m3.png
Drawn at 4 px/um.
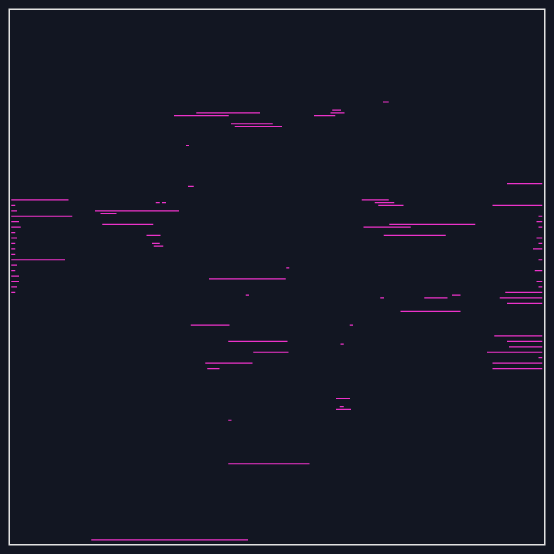
clock_nets.png
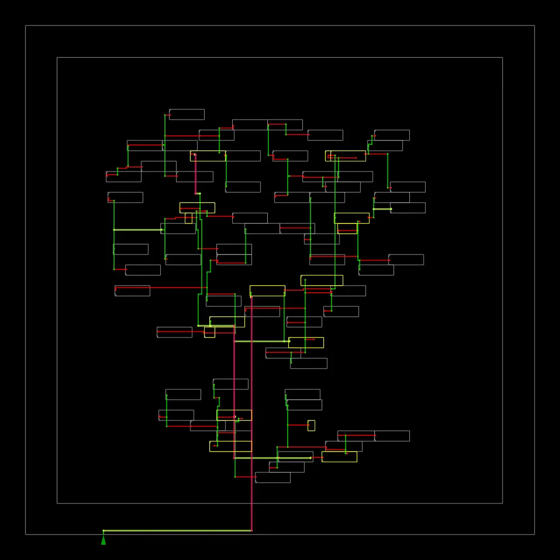
==> config.mk <==
export PLATFORM = sky130hd
export DESIGN_NAME = rv32i_insn_gen
export DESIGN_NICKNAME = d
export VERILOG_FILES = /design/src/rtl/rv32i_gen_pkg.sv /design/src/rtl/rv32i_lfsr32.sv /design/src/rtl/rv32i_insn_gen.sv
export SDC_FILE = /design/constraint.sdc
export NUM_CORES = 1
export LEC_CHECK = 0
export ABC_AREA = 0
export CORE_MARGIN = 8
export CORE_UTILIZATION = 26
export CTS_CLUSTER_SIZE = 10
export DETAILED_ROUTE_END_ITERATION = 10
export MAX_ROUTING_LAYER = met4
export PLACE_DENSITY = 0.51
export SLEW_MARGIN = 20
export SYNTH_ARGS = -nofsm -noshare
export SYNTH_HDL_FRONTEND = slang
export SYNTH_SLANG_ARGS = --single-unit
==> constraint.sdc <==
create_clock -name clock -period 3 [get_ports clock]
set_input_delay 0.9 -clock clock [delete_from_list [all_inputs] [get_ports clock]]
set_output_delay 0.9 -clock clock [all_outputs]
set_load 0.01 [all_outputs]
==> results.txt <==
Top Family by Delay on Critical Path = buffers and inverters
Chip Area = 17800 sq um
Row cnt = 43
Flop area = 1480 sq um
Pleak = 0.00204 uW
Sequential power share = 35.8%
Wire length per cell = 15.6 um
Setup-failing EPs final = 0
Bufs w/o clock = 114
CP Class = reg2out
Overall Power = 3420 uW
Status = completed
Seq power = 1230 uW
Top area cell types = dfrtp_1 (40%), o21ai_0 (7.2%), nand2_1 (6.8%)
Combinational share of cell area = 39.7%
GP Congestion = 0.849
Setup crit start kind = register
Buffer share of cell area = 19.6%
Synth cell types = 50
Crit Path Max Fanout = 5
Die Ht = 134 um
Most numerous logic cell after layout = nand2_1
N_taps = 180
Inverter count = 7
DP Cell Count = 699
H-tree levels = 3
Placement Setup Slack = -0.00450 ns
Final instance area = 5040 sq um
Met1 usage = 16.7%
Clock network share of area = 6.35%
Top Layer Used = met4
CTS tree = built
Worst-case reg-to-reg path depth = 8
Switching Power = 1100 uW
DR vias/cell = 4.98
Non-filler cells, final = 720
Highest clock rate = 341 MHz
Gr ovfl total = 0
Fp util = 26.3%
Pre-antenna DRT Iters = 4
Worst setup EP type = primary output
Largest net degree at the start of global routing = 39
VDD IR max = 0.000270 V
Width of the die = 134 um
Top cell types by occurrence after synthesis = nand2_1 (65), dfrtp_1 (58), o21ai_0 (52)
Synthesis Warnings = 0
Dominant cell area share = 40.4%
Crit-path max cell delay = 0.37 ns
Slowest cell on the critical path = dfrtp_1
Seq/total area = 29.4%
Slew headroom = 63.6%
Total negative slack = 0 ns
Yosys top cell by instances = nand2_1
Clk_skew = 0.00582 ns
P per Cell Area = 678 nW/um^2
Ys flop type = dfrtp_1
DR DRC count = 0
Synthesis area per yosys = 3590 sq um
Data arrival time of the worst path = 2.03 ns
Clock Path Buffers = 2
Worst Setup Slack, final = 0.0674 ns
Async SR Flop Fraction = 100%
AND-OR/OR-AND Cells, Area Fraction = 19.2%
GRT busiest layer = met2
Detailed Place HPWL = 8330 um
Worst endpoint required time = 2.10 ns
Yosys stat cell total = 440
Filler cells = 1445
Power share of the clock group = 32.4%
Mux area share = 3.07%
Dominant kind of combinational cell = simple AND/OR/NAND/NOR gates
Final hold vios = 0
Post-Synth XOR/XNOR Area = 2.44%
WHS = 0.519 ns
Tmin final = 2.93 ns
Seq/Total Area, Yosys = 41.2%
Met2 Usage GRT = 20.0%
Post-Route M1 WL = 5300 um
Max FFs per register = 32
Layout cells sized above 1 = 17.8%
Back to the opening pictures, m3.png:
main direction: horizontal
wire length on this layer: 513 um
longest straight run: 38.9 um
share of all routed wire: 4.6%
nets with wire on the layer: 69
met3 Use GR: 3.05%
via count: 3587
WL final: 11300 um

Back to the opening pictures, clock_nets.png:
Clock Latency Late Sink: 0.33 ns
CTS sink cnt: 59
total CTS buffers: 9
flop count: 59
clk pwr: 1110 uW

Power is estimated from default activity; no workload was simulated.
